`src/rtl/mem_access_unit_pkg.sv`:
```
// ---------------------------------------------------------------------------
// mem_pkg
// Shared types and constants for the memory access sequencer.
//   mem_state_t   : sequencer state encoding (IDLE / WAIT / DONE)
//   ALIGN_MASK    : byte-offset bits that must be zero for a word access
//   is_misaligned : true when the low address bits select a non-word offset
// ---------------------------------------------------------------------------
package mem_pkg;

  typedef enum logic [1:0] {
    IDLE = 2'd0,
    WAIT = 2'd1,
    DONE = 2'd2
  } mem_state_t;

  localparam logic [1:0] ALIGN_MASK = 2'b11;

  function automatic logic is_misaligned(input logic [1:0] addr_lsb);
    return (addr_lsb & ALIGN_MASK) != 2'b00;
  endfunction

endpackage

```
`src/rtl/mem_access_unit_if.sv`:
```
// ---------------------------------------------------------------------------
// mem_access_unit_if
// Request/acknowledge bus between the access sequencer (master) and the
// shared instruction/data memory (slave).
//   bus_req_o   : master -> slave, transaction outstanding
//   bus_we_o    : master -> slave, 1 = write
//   bus_addr_o  : master -> slave, byte address
//   bus_wdata_o : master -> slave, store data
//   bus_ack_i   : slave -> master, transaction complete
//   bus_rdata_i : slave -> master, read data, valid with bus_ack_i
// ---------------------------------------------------------------------------
interface mem_access_unit_if #(
  parameter int ADDR_W = 32,
  parameter int DATA_W = 32
);

  logic              bus_req_o;
  logic              bus_we_o;
  logic [ADDR_W-1:0] bus_addr_o;
  logic [DATA_W-1:0] bus_wdata_o;
  logic              bus_ack_i;
  logic [DATA_W-1:0] bus_rdata_i;

  modport master (
    output bus_req_o,
    output bus_we_o,
    output bus_addr_o,
    output bus_wdata_o,
    input  bus_ack_i,
    input  bus_rdata_i
  );

  modport slave (
    input  bus_req_o,
    input  bus_we_o,
    input  bus_addr_o,
    input  bus_wdata_o,
    output bus_ack_i,
    output bus_rdata_i
  );

endinterface

```
`src/rtl/mem_timeout_ctr.sv`:
```
// ---------------------------------------------------------------------------
// mem_timeout_ctr
// 8-bit up-counter measuring how long a bus transaction has been waiting.
//   clk, rst : clock, asynchronous active-high reset
//   clr      : restart from zero (asserted on the edge that enters WAIT)
//   en       : count this cycle (high for every WAIT cycle)
//   expired  : the current WAIT cycle is the LIMIT-th one without an ack
// ---------------------------------------------------------------------------
module mem_timeout_ctr #(
  parameter int LIMIT = 255
) (
  input  logic clk,
  input  logic rst,
  input  logic clr,
  input  logic en,
  output logic expired
);

  // The count is zero during the first WAIT cycle, so the LIMIT-th cycle
  // is the one where the count equals LIMIT-1.
  localparam logic [7:0] LAST = 8'(LIMIT - 1);

  logic [7:0] count;

  always_ff @(posedge clk or posedge rst) begin
    if (rst) begin
      count <= 8'd0;
    end else if (clr) begin
      count <= 8'd0;
    end else if (en && (count != 8'hFF)) begin
      count <= count + 8'd1;
    end
  end

  assign expired = en && (count == LAST);

endmodule

```
`src/rtl/mem_access_unit.sv`:
```
// ---------------------------------------------------------------------------
// mem_access_unit
// Turns the multi-cycle controller's single-cycle read/write strobes into a
// req/ack bus transaction, stalling the controller until it completes.
//
// Ports
//   clk, rst    : clock, asynchronous active-high reset
//   rd_i, wr_i  : access strobes from the controller (write wins if both)
//   addr_i      : byte address (PC or ALU result)
//   wdata_i     : store data
//   rdata_o     : last completed read data (registered)
//   stall_o     : controller must hold while high
//   err_o       : sticky error (misaligned access or bus timeout)
//   bus         : master side of the memory bus interface
//
// State | Meaning
// ------+--------------------------------------------------------------
// IDLE  | no access outstanding; a strobe starts one (stall is comb.)
// WAIT  | bus_req_o high, waiting for bus_ack_i or the timeout
// DONE  | single completion cycle, stall low, strobes ignored
// ---------------------------------------------------------------------------
module mem_access_unit
  import mem_pkg::*;
#(
  parameter int ADDR_W  = 32,
  parameter int DATA_W  = 32,
  parameter int TIMEOUT = 255
) (
  input  logic              clk,
  input  logic              rst,
  input  logic              rd_i,
  input  logic              wr_i,
  input  logic [ADDR_W-1:0] addr_i,
  input  logic [DATA_W-1:0] wdata_i,
  output logic [DATA_W-1:0] rdata_o,
  output logic              stall_o,
  output logic              err_o,
  mem_access_unit_if.master bus
);

  mem_state_t state;
  mem_state_t next_state;

  logic strobe;
  logic misaligned;
  logic start;
  logic err_set;
  logic rd_done;
  logic ctr_clr;
  logic ctr_en;
  logic tmo_expired;

  assign strobe     = rd_i | wr_i;
  assign misaligned = is_misaligned(addr_i[1:0]);

  mem_timeout_ctr #(
    .LIMIT (TIMEOUT)
  ) u_timeout (
    .clk     (clk),
    .rst     (rst),
    .clr     (ctr_clr),
    .en      (ctr_en),
    .expired (tmo_expired)
  );

  // State register.
  always_ff @(posedge clk or posedge rst) begin
    if (rst) begin
      state <= IDLE;
    end else begin
      state <= next_state;
    end
  end

  // Next-state logic. An ack in the same cycle as expiry still completes
  // the access normally.
  always_comb begin
    next_state = state;
    case (state)
      IDLE: begin
        if (strobe) begin
          next_state = misaligned ? DONE : WAIT;
        end
      end
      WAIT: begin
        if (bus.bus_ack_i || tmo_expired) begin
          next_state = DONE;
        end
      end
      DONE:    next_state = IDLE;
      default: next_state = IDLE;
    endcase
  end

  // Output / control decode.
  always_comb begin
    stall_o = 1'b0;
    start   = 1'b0;
    err_set = 1'b0;
    rd_done = 1'b0;
    ctr_clr = 1'b0;
    ctr_en  = 1'b0;
    case (state)
      IDLE: begin
        stall_o = strobe;
        start   = strobe && !misaligned;
        err_set = strobe && misaligned;
        ctr_clr = strobe && !misaligned;
      end
      WAIT: begin
        stall_o = 1'b1;
        ctr_en  = 1'b1;
        rd_done = bus.bus_ack_i && !bus.bus_we_o;
        err_set = !bus.bus_ack_i && tmo_expired;
      end
      default: begin
        stall_o = 1'b0;
      end
    endcase
  end

  // Bus registers and result latches. bus_req_o follows the registered
  // state so it is high exactly for the WAIT cycles and drops with reset.
  always_ff @(posedge clk or posedge rst) begin
    if (rst) begin
      bus.bus_req_o   <= 1'b0;
      bus.bus_we_o    <= 1'b0;
      bus.bus_addr_o  <= '0;
      bus.bus_wdata_o <= '0;
      rdata_o         <= '0;
      err_o           <= 1'b0;
    end else begin
      bus.bus_req_o <= (next_state == WAIT);
      if (start) begin
        bus.bus_we_o    <= wr_i;
        bus.bus_addr_o  <= addr_i;
        bus.bus_wdata_o <= wdata_i;
      end
      if (rd_done) begin
        rdata_o <= bus.bus_rdata_i;
      end
      if (err_set) begin
        err_o <= 1'b1;
      end
    end
  end

endmodule

```
`src/flat_wrapper.sv`:
```
// flat-port wrapper written by rule: the top's interface ports become plain ports
module mem_access_unit_flat import mem_pkg::*;
#(
  parameter int ADDR_W  = 32,
  parameter int DATA_W  = 32,
  parameter int TIMEOUT = 255
)
  (clk, rst, rd_i, wr_i, addr_i, wdata_i, rdata_o, stall_o, err_o, bus_bus_req_o, bus_bus_we_o, bus_bus_addr_o, bus_bus_wdata_o, bus_bus_ack_i, bus_bus_rdata_i);
  mem_access_unit_if #(.ADDR_W(ADDR_W), .DATA_W(DATA_W)) bus_i ();
  input  logic clk;
  input  logic rst;
  input  logic rd_i;
  input  logic wr_i;
  input  logic [ADDR_W-1:0] addr_i;
  input  logic [DATA_W-1:0] wdata_i;
  output logic [DATA_W-1:0] rdata_o;
  output logic stall_o;
  output logic err_o;
  output wire logic [$bits(bus_i.bus_req_o)-1:0] bus_bus_req_o;
  output wire logic [$bits(bus_i.bus_we_o)-1:0] bus_bus_we_o;
  output wire logic [$bits(bus_i.bus_addr_o)-1:0] bus_bus_addr_o;
  output wire logic [$bits(bus_i.bus_wdata_o)-1:0] bus_bus_wdata_o;
  input wire logic [$bits(bus_i.bus_ack_i)-1:0] bus_bus_ack_i;
  input wire logic [$bits(bus_i.bus_rdata_i)-1:0] bus_bus_rdata_i;
  assign bus_bus_req_o = bus_i.bus_req_o;
  assign bus_bus_we_o = bus_i.bus_we_o;
  assign bus_bus_addr_o = bus_i.bus_addr_o;
  assign bus_bus_wdata_o = bus_i.bus_wdata_o;
  assign bus_i.bus_ack_i = bus_bus_ack_i;
  assign bus_i.bus_rdata_i = bus_bus_rdata_i;
  mem_access_unit #(.ADDR_W(ADDR_W), .DATA_W(DATA_W), .TIMEOUT(TIMEOUT)) u_core (.clk(clk), .rst(rst), .rd_i(rd_i), .wr_i(wr_i), .addr_i(addr_i), .wdata_i(wdata_i), .rdata_o(rdata_o), .stall_o(stall_o), .err_o(err_o), .bus(bus_i));
endmodule
```
`config.mk`:
```
export PLATFORM = sky130hd
export DESIGN_NAME = mem_access_unit_flat
export DESIGN_NICKNAME = d
export VERILOG_FILES = /design/src/rtl/mem_access_unit_pkg.sv /design/src/rtl/mem_access_unit_if.sv /design/src/rtl/mem_timeout_ctr.sv /design/src/rtl/mem_access_unit.sv /design/src/flat_wrapper.sv
export SDC_FILE = /design/constraint.sdc
export NUM_CORES = 1
export LEC_CHECK = 0
export ABC_AREA = 1
export CAP_MARGIN = 25
export CORE_UTILIZATION = 38
export CTS_CLUSTER_DIAMETER = 200
export DETAILED_ROUTE_END_ITERATION = 16
export GPL_ROUTABILITY_DRIVEN = 0
export PLACE_DENSITY = 0.71
export SLEW_MARGIN = 40
export SYNTH_ARGS = -nofsm -noshare
export SYNTH_HDL_FRONTEND = slang
export SYNTH_HIERARCHICAL = 1
export SYNTH_SLANG_ARGS = --single-unit
```
`constraint.sdc`:
```
create_clock -name clk -period 4.56 [get_ports clk]
set_input_delay 0.912 -clock clk [delete_from_list [all_inputs] [get_ports clk]]
set_output_delay 0.912 -clock clk [all_outputs]
set_load 0.005 [all_outputs]
```
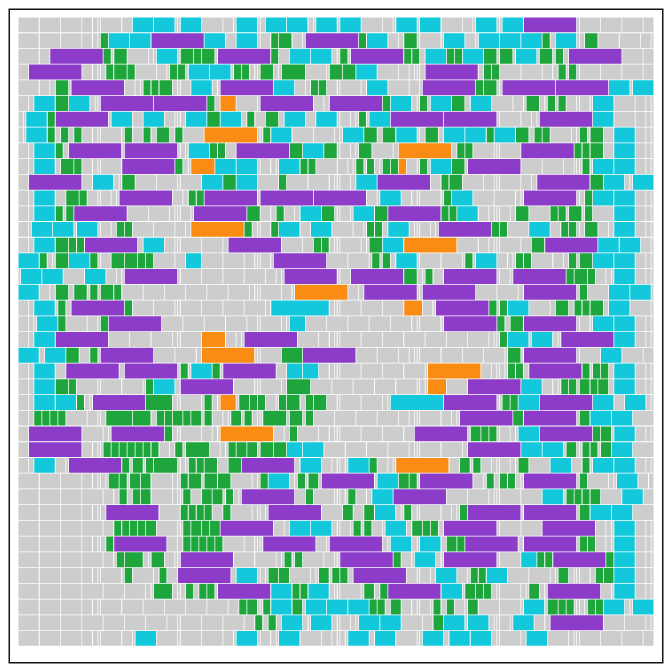
*Placed cells, one color a class, run 1*
Fill, decap, tap and diode cells in gray.
registers -> purple  # cells 109, share of their area 40%
remaining buffers and delay cells -> cyan  # cells 208, share of their area 31%
remaining logic cells -> green  # cells 383, share of their area 26%
clock drivers and dummy loads -> orange  # cells 16, share of their area 4.1%

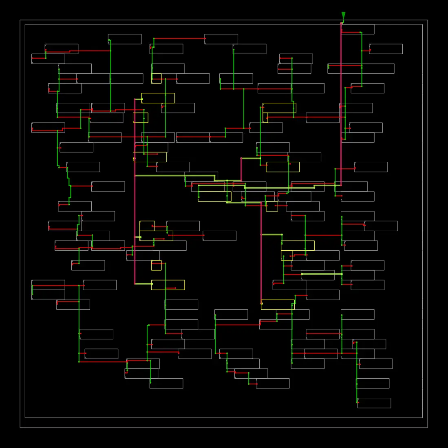
*Clock nets, run 1*
# clk buffers: 10
registers: 109

==> results.json, run 1 <==
{
  "fp.coreArea_um2": 12000,
  "placed_area_um2": 6720,
  "clkLatencyLatePin_ns": 0.34,
  "synth_flops": 109,
  "logic_family": "simple AND/OR/NAND/NOR gates",
  "fin_area_um2": 7050,
  "end_kind": "output pin",
  "rsz0062_at_grt": "no",
  "xor_share_pct": 0.376,
  "root_buffer": "clkbuf_16",
  "synth_warnings": 6,
  "worstSetupPathDepth": 4,
  "synth_adder_area_share_pct": 0.537,
  "cts_resized": 0,
  "dp_hpwl_um": 8860,
  "yosysUniqueCellTypes": 24,
  "max_cap_violations": 0,
  "ys_seq_share_pct": 58.5,
  "outcome": "complete, no violations",
  "warning_count": 27,
  "chipWidth_um": 113,
  "drcViolationCount": 0,
  "final_core_util_pct": 59.0,
  "crit_path_frequent_cell": "clkdlybuf4s50_1",
  "crit_type": "in -> out",
  "tns_ns": 0,
  "grt_pass1_wl_um": 21100,
  "lay_top_count": "nand2_1",
  "clock_skew_ns": 0.00966,
  "post_synth_mux_area_share_pct": 0,
  "viasPerCell": 5.05,
  "required_ns": 3.65,
  "grt_pass1_vias": 4224,
  "drv_slew": 0,
  "ctsHtreeMaxLevel": 3,
  "crit_path_max_fanout": 2,
  "mostFrequentLayoutCells": "nand2_1 (221), clkdlybuf4s50_1 (200), dfrtp_1 (109), nand4_1 (64), nand3_1 (42)",
  "cts_buffer_depth": 2,
  "drt_iter0_markers": 343,
  "pre_cts_slack_ns": 1.46,
  "period_needed_ns": 3.07,
  "ys_area_um2": 4660,
  "netlist_instances": 529,
  "cts_hold_buf": 0,
  "critical_path_arrival_ns": 2.16
}
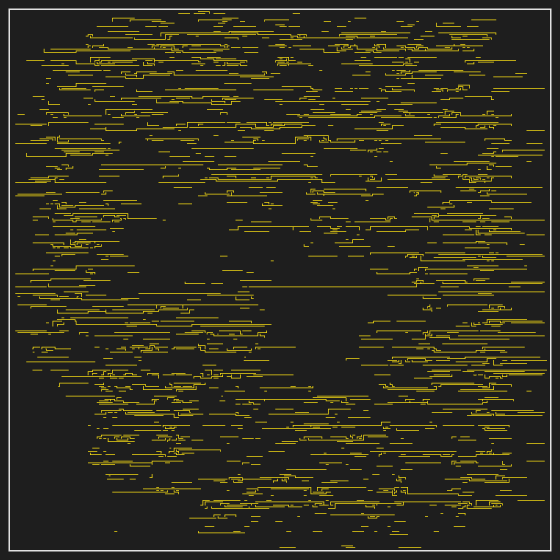
*Metal 1, run 1*
longest straight run = 35.0 um
main direction = horizontal

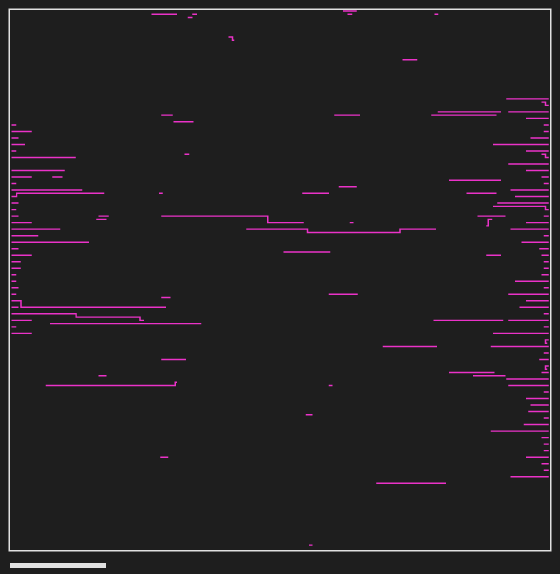
*The metal 3 layer, run 1*
Bar = 20 um.
longest straight run = 31.3 um
share of all routed wire = 5.7%
wire length on this layer = 751 um

run 1: synth_stat cells:
| cell | number | share of area (%) |
|---|---|---|
| a21oi_1 | 1 | 0.11 |
| nor2_2 | 3 | 0.40 |
| nand2_1 | 223 | 18 |
| ha_1 | 2 | 0.54 |
| nand4_1 | 64 | 8.6 |
| nand2_4 | 1 | 0.24 |
| inv_1 | 16 | 1.3 |
| o21ai_1 | 3 | 0.32 |
| nand3_2 | 1 | 0.21 |
| buf_4 | 2 | 0.32 |
| xor2_1 | 2 | 0.38 |
| clkbuf_1 | 4 | 0.32 |
| nand2_2 | 3 | 0.40 |
| o21ai_0 | 1 | 0.11 |
| nor4_1 | 1 | 0.13 |
| dfrtp_1 | 109 | 59 |
| a31oi_1 | 1 | 0.13 |
| nand3_1 | 42 | 4.5 |
| inv_2 | 3 | 0.24 |
| buf_2 | 29 | 3.1 |
| nor2_4 | 2 | 0.48 |
| buf_6 | 2 | 0.48 |
| nor2_1 | 13 | 1.0 |
| clkinv_2 | 1 | 0.11 |
run 1: final timing paths:
path	from	endpoint
setup / recovery	wr_i	stall_o
hold / removal	u_core/bus.bus_addr_o[0]$_DFFE_PP0P_	u_core/bus.bus_addr_o[0]$_DFFE_PP0P_
setup reg to reg	u_core/state[1]$_DFF_PP0_	u_core/u_timeout/count[3]$_DFFE_PP0P_
hold reg to reg	u_core/bus.bus_addr_o[0]$_DFFE_PP0P_	u_core/bus.bus_addr_o[0]$_DFFE_PP0P_
max in group asynchronous	rst	u_core/rdata_o[21]$_DFFE_PP0P_
min in group asynchronous	rst	u_core/rdata_o[24]$_DFFE_PP0P_
run 1: cell families after synthesis:
group | count (synthesis)
and+or+nand+nor | 353
DFF | 109
xor gates and xnor gates | 2
AOI/OAI and AO/OA | 6
buffers and inverters | 57
adders and majority gates | 2
run 1: layer usage:
| layer | GRT usage [%] | share of wire [%] |
|---|---|---|
| met2 | 35.0 | 49 |
| met1 | 26.8 | 43 |
| met5 | 0 | 0 |
| met4 | 8.00 | 2.2 |
| met3 | 3.86 | 5.7 |
run 1: sequential cells by signal, indices dropped and copies added, names as in the netlist:
| signal | count |
|---|---|
| u_core/bus.bus_addr_o | 32 |
| u_core/err_o | 1 |
| u_core/u_timeout/count | 8 |
| u_core/state | 2 |
| u_core/bus.bus_req_o | 1 |
| u_core/rdata_o | 32 |
| u_core/bus.bus_we_o | 1 |
| u_core/bus.bus_wdata_o | 32 |
run 1: worst register-to-register path: stages (launching register included):
cell and delay, ns:
dfrtp_1 0.45, nor2_4 0.14, nand3_2 0.55, inv_1 0.35, inv_2 0.12, nand2_4 0.11
clkinv_2 0.08, nand2_1 0.06, nand2_1 0.05
run 1: area by class of cell:
class / instances / area, um^2
Clock buffer: 10 / 229
Clock inverter: 6 / 55.1
Fill cell: 1043 / 4910
Inverter: 20 / 81.3
Multi-Input combinational cell: 363 / 1680
Sequential cell: 109 / 2730
Tap cell: 147 / 184
Timing Repair Buffer: 208 / 2100
### Signal metal coverage by tile, run 1

Bar = 20 um. 23 x 23 tiles, from dark blue (low) to red (high), scaled to the fullest tile. Values are wire area over tile area, all layers added.
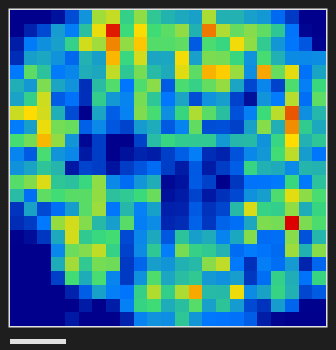

==> run 2, diff against run 1 <==
- PLACE_DENSITY: 0.71 -> 0.74
- clock period: 4.56 -> 2.6 ns (I/O delays scaled with it)
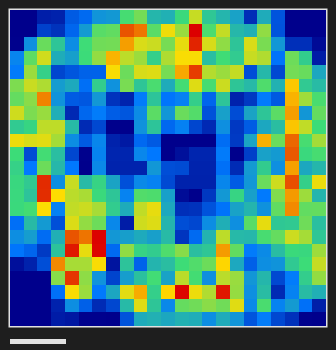
*Signal metal coverage by tile, run 2*
Bar = 20 um. 23 x 23 tiles, from dark blue (low) to red (high), scaled to the fullest tile. Values are wire area over tile area, all layers added.
fullest tile = 0.41
emptiest ninth of the die = center
densest ninth of the die = top center
nearly empty tiles = 7.4%

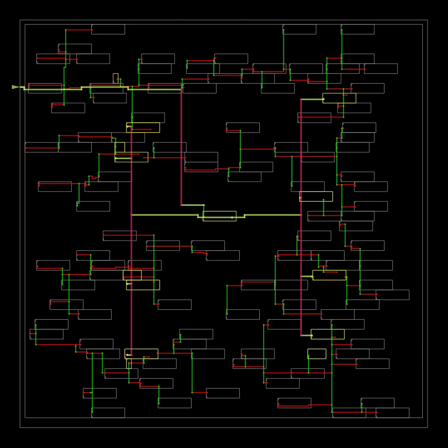
*Clock nets, run 2*
total CTS buffers: 9
Worst Skew: 0.00514 ns
clk_lat worst skew: 0.34 ns

==> results.json, run 2 <==
{
  "ys_area_um2": 4660,
  "warning_count": 29,
  "critical_path_arrival_ns": 1.78,
  "mostFrequentLayoutCells": "nand2_1 (222), clkdlybuf4s50_1 (200), dfrtp_1 (109), nand4_1 (64), nand3_1 (42)",
  "relSlewSlack_pct": 63.6,
  "drcViolationCount": 0,
  "drt_iter0_markers": 296,
  "yosys.area.top_type": "dfrtp_1",
  "period_needed_ns": 2.30,
  "outcome": "complete, no violations",
  "synth_warnings": 6,
  "end_kind": "output pin",
  "top_cell_area_share_pct": 58.5,
  "grt_pass1_vias": 4168,
  "top_regs": "u_core/bus.bus_addr_o (32), u_core/bus.bus_wdata_o (32), u_core/rdata_o (32)",
  "tns_ns": 0,
  "layout-drive-gt1-share_pct": 5.31,
  "crit_type": "in -> out",
  "lay_top_count": "nand2_1",
  "required_ns": 2.08,
  "flop_cell": "dfrtp_1",
  "max_cap_violations": 0,
  "chipWidth_um": 113,
  "ys_seq_share_pct": 58.5,
  "drv_slew": 0,
  "cts_buffer_depth": 2,
  "root_buffer": "clkbuf_16",
  "netlist_instances": 529,
  "ctsHtreeMaxLevel": 3,
  "rsz0062_at_grt": "no",
  "viasPerCell": 5.02,
  "cts_resized": 0,
  "edf_count": 0,
  "synthArstFlopShare_pct": 100,
  "top_cell": "nand2_1",
  "synth_flops": 109,
  "crit_path_max_fanout": 2,
  "fp.coreArea_um2": 12000,
  "top_cells_by_area": "dfrtp_1 (59%), nand2_1 (18%), nand4_1 (8.6%)"
}
-- run 2: layer usage --
metal / global-route usage, % / vias up / part of all wire, %
li1: - / 2095 / -
met5: 0 / - / 0
met1: 26.5 / 2071 / 43
met3: 4.18 / 16 / 6.1
met4: 7.64 / 0 / 1.7
met2: 34.6 / 144 / 49
-- run 2: per-stage QoR --
stage	util, %	cell area (um^2)	setup slack [ns]	cells
finish	58.8	7040	0.304	862
global route	58.8	7040	0.248	862
CTS	58.8	7040	0.290	862
detailed placement	56.6	6770	0.298	848
global placement	56.6	6770	0.285	848
floorplan	-	4660	0.876	529
-- run 2: worst max-delay path, stage by stage --
cell and delay [ns]:
clkdlybuf4s50_1 0.48, inv_1 0.07, a31oi_1 0.15, clkdlybuf4s50_1 0.55
-- run 2: area by class of cell --
| type | count | area (um^2) |
|---|---|---|
| clock buffers | 13 | 260 |
| fillers | 1046 | 4920 |
| multi-input cells | 363 | 1670 |
| repair buffers | 209 | 2110 |
| clock inverters | 1 | 7.51 |
| well taps | 147 | 184 |
| flip-flops and latches | 109 | 2730 |
| inverters | 20 | 80.1 |
-- run 2: kinds of logic after synthesis --
kind of cell	synth area share, %
AOI/OAI and AO/OA	0.671
adders and majority gates	0.537
and+or+nand+nor	34.0
buffers and inverters	5.88
DFF	58.5
xor gates and xnor gates	0.376
-- run 2: path summary, 6_finish.rpt --
path	endpoint	slack (ns)	from	depth (start not counted)
setup / recovery	stall_o	0.30	wr_i	4
hold / removal	u_core/rdata_o[28]$_DFFE_PP0P_	0.47	u_core/rdata_o[28]$_DFFE_PP0P_	2
setup reg to reg	u_core/u_timeout/count[7]$_DFFE_PP0P_	0.80	u_core/state[1]$_DFF_PP0_	8
hold reg to reg	u_core/rdata_o[28]$_DFFE_PP0P_	0.47	u_core/rdata_o[28]$_DFFE_PP0P_	2
max in group asynchronous	u_core/bus.bus_wdata_o[8]$_DFFE_PP0P_	1.47	rst	3
min in group asynchronous	u_core/u_timeout/count[4]$_DFFE_PP0P_	0.51	rst	2
### Placed cells, one color a class, run 2

Fill, decap, tap and diode cells in gray.
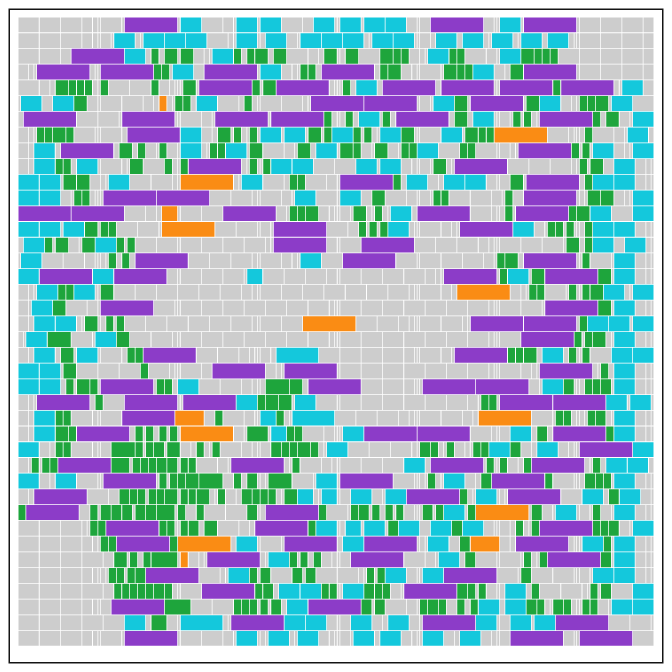

==> run 3, diff against run 2 <==
--- a/config.mk
+++ b/config.mk
@@ -12,4 +12,5 @@
 export DETAILED_ROUTE_END_ITERATION = 16
 export GPL_ROUTABILITY_DRIVEN = 0
+export MAX_ROUTING_LAYER = met4
 export PLACE_DENSITY = 0.74
 export SLEW_MARGIN = 40
==> constraint.sdc (replaced) <==
create_clock -name clk -period 2.6 [get_ports clk]
set_input_delay 0.52 -clock clk [delete_from_list [all_inputs] [get_ports clk]]
set_output_delay 0.52 -clock clk [all_outputs]
set_load 0.1 [all_outputs]
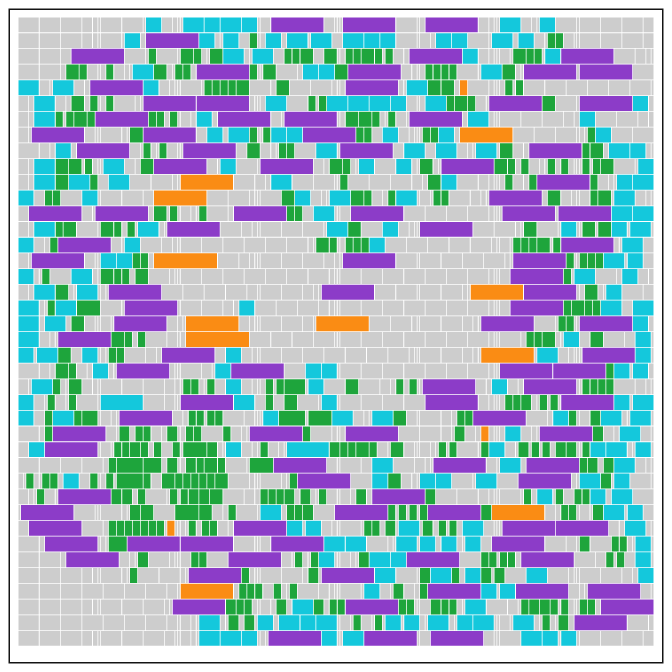
*Placed cells, one color a class, run 3*
Fill, decap, tap and diode cells in gray.
clock drivers and dummy loads -> orange  # cells 14, share of their area 4.5%
remaining buffers and delay cells -> cyan  # cells 213, share of their area 28%
remaining logic cells -> green  # cells 383, share of their area 26%
registers -> purple  # cells 109, share of their area 41%

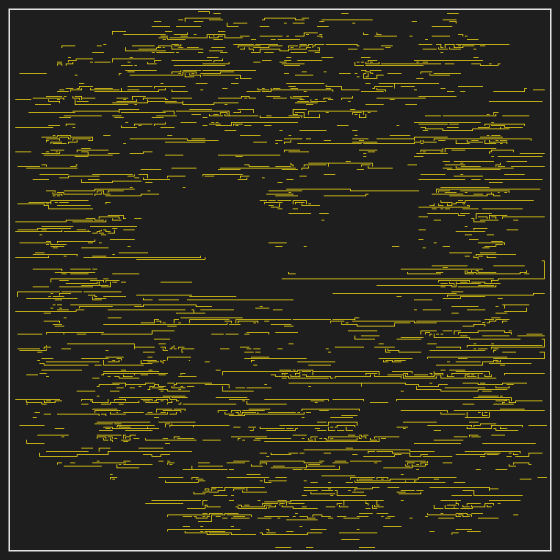
*Metal 1, run 3*
wire length on this layer = 5520 um
longest straight run = 44.2 um
share of all routed wire = 43%

==> results.json, run 3 <==
{
  "outcome": "complete, no violations",
  "max_cap_violations": 0,
  "end_kind": "output pin",
  "ys_seq_share_pct": 58.5,
  "yosysUniqueCellTypes": 24,
  "top_cell": "nand2_1",
  "cts_buffer_depth": 2,
  "grt_pass1_vias": 4185,
  "fp.coreArea_um2": 12000,
  "cts_buffers": 9,
  "top_cells_by_area": "dfrtp_1 (59%), nand2_1 (18%), nand4_1 (8.6%)",
  "warning_count": 29,
  "top_cell_area_share_pct": 58.5,
  "grt_pass1_wl_um": 21000,
  "ctsHtreeMaxLevel": 3,
  "synth_warnings": 6,
  "cts_hold_buf": 0,
  "relSlewSlack_pct": 59.7,
  "synthArstFlopShare_pct": 100,
  "required_ns": 2.08
}
==> run 3: cell counts after synthesis <==
No cell type changed its count.
==> run 3: layout make-up <==
type / count / share of cell area [%]
Sequential cell: 109 / 39.9
Timing Repair Buffer: 213 / 27.4
Multi-Input combinational cell: 363 / 24.5
Clock buffer: 12 / 3.46
Tap cell: 147 / 2.69
Inverter: 20 / 1.17
Clock inverter: 2 / 0.878
==> run 3: critical path, cell delays in order <==
cell and delay (ns):
clkdlybuf4s50_1 0.49, inv_1 0.08, a31oi_2 0.23, buf_12 0.21
==> run 3: cell families (layout without fill, tap and decap cells) <==
family	Yosys count	count (layout)	synth area share, %
compound gates	6	6	0.671
xor+xnor	2	2	0.376
buf+inv	57	247	5.88
flops	109	109	58.5
simple gates	353	353	34.0
fa+ha+maj	2	2	0.537
==> run 3: worst paths after layout <==
| check | start | end | slack, ns | cells past startpoint |
|---|---|---|---|---|
| worst max-delay path | wr_i | stall_o | 0.55 | 4 |
| worst min-delay path | u_core/rdata_o[24]$_DFFE_PP0P_ | u_core/rdata_o[24]$_DFFE_PP0P_ | 0.47 | 2 |
| worst max register to register | u_core/state[1]$_DFF_PP0_ | u_core/rdata_o[23]$_DFFE_PP0P_ | 1.02 | 6 |
| worst min register to register | u_core/rdata_o[24]$_DFFE_PP0P_ | u_core/rdata_o[24]$_DFFE_PP0P_ | 0.47 | 2 |
| max in group asynchronous | rst | u_core/state[0]$_DFF_PP0_ | 1.44 | 3 |
| min in group asynchronous | rst | u_core/u_timeout/count[0]$_DFFE_PP0P_ | 0.51 | 2 |
==> run 3: per-layer routing <==
layer / routed length (um) / track usage [%] / share of wire (%)
met2: 6230 / 33.6 / 49
met5: 0 / - / 0
met4: 321 / 9.07 / 2.5
met3: 760 / 4.07 / 5.9
met1: 5520 / 27.4 / 43
==> run 3: metrics by stage <==
step | setup WS (ns) | cell area [um^2] | utilization, % | cells
finish | 0.548 | 6840 | 57.2 | 866
floorplan | 0.532 | 4670 | - | 529
CTS | 0.537 | 6840 | 57.2 | 866
global placement | 0.570 | 6550 | 54.7 | 852
global route | 0.489 | 6840 | 57.2 | 866
detailed placement | 0.538 | 6550 | 54.7 | 852
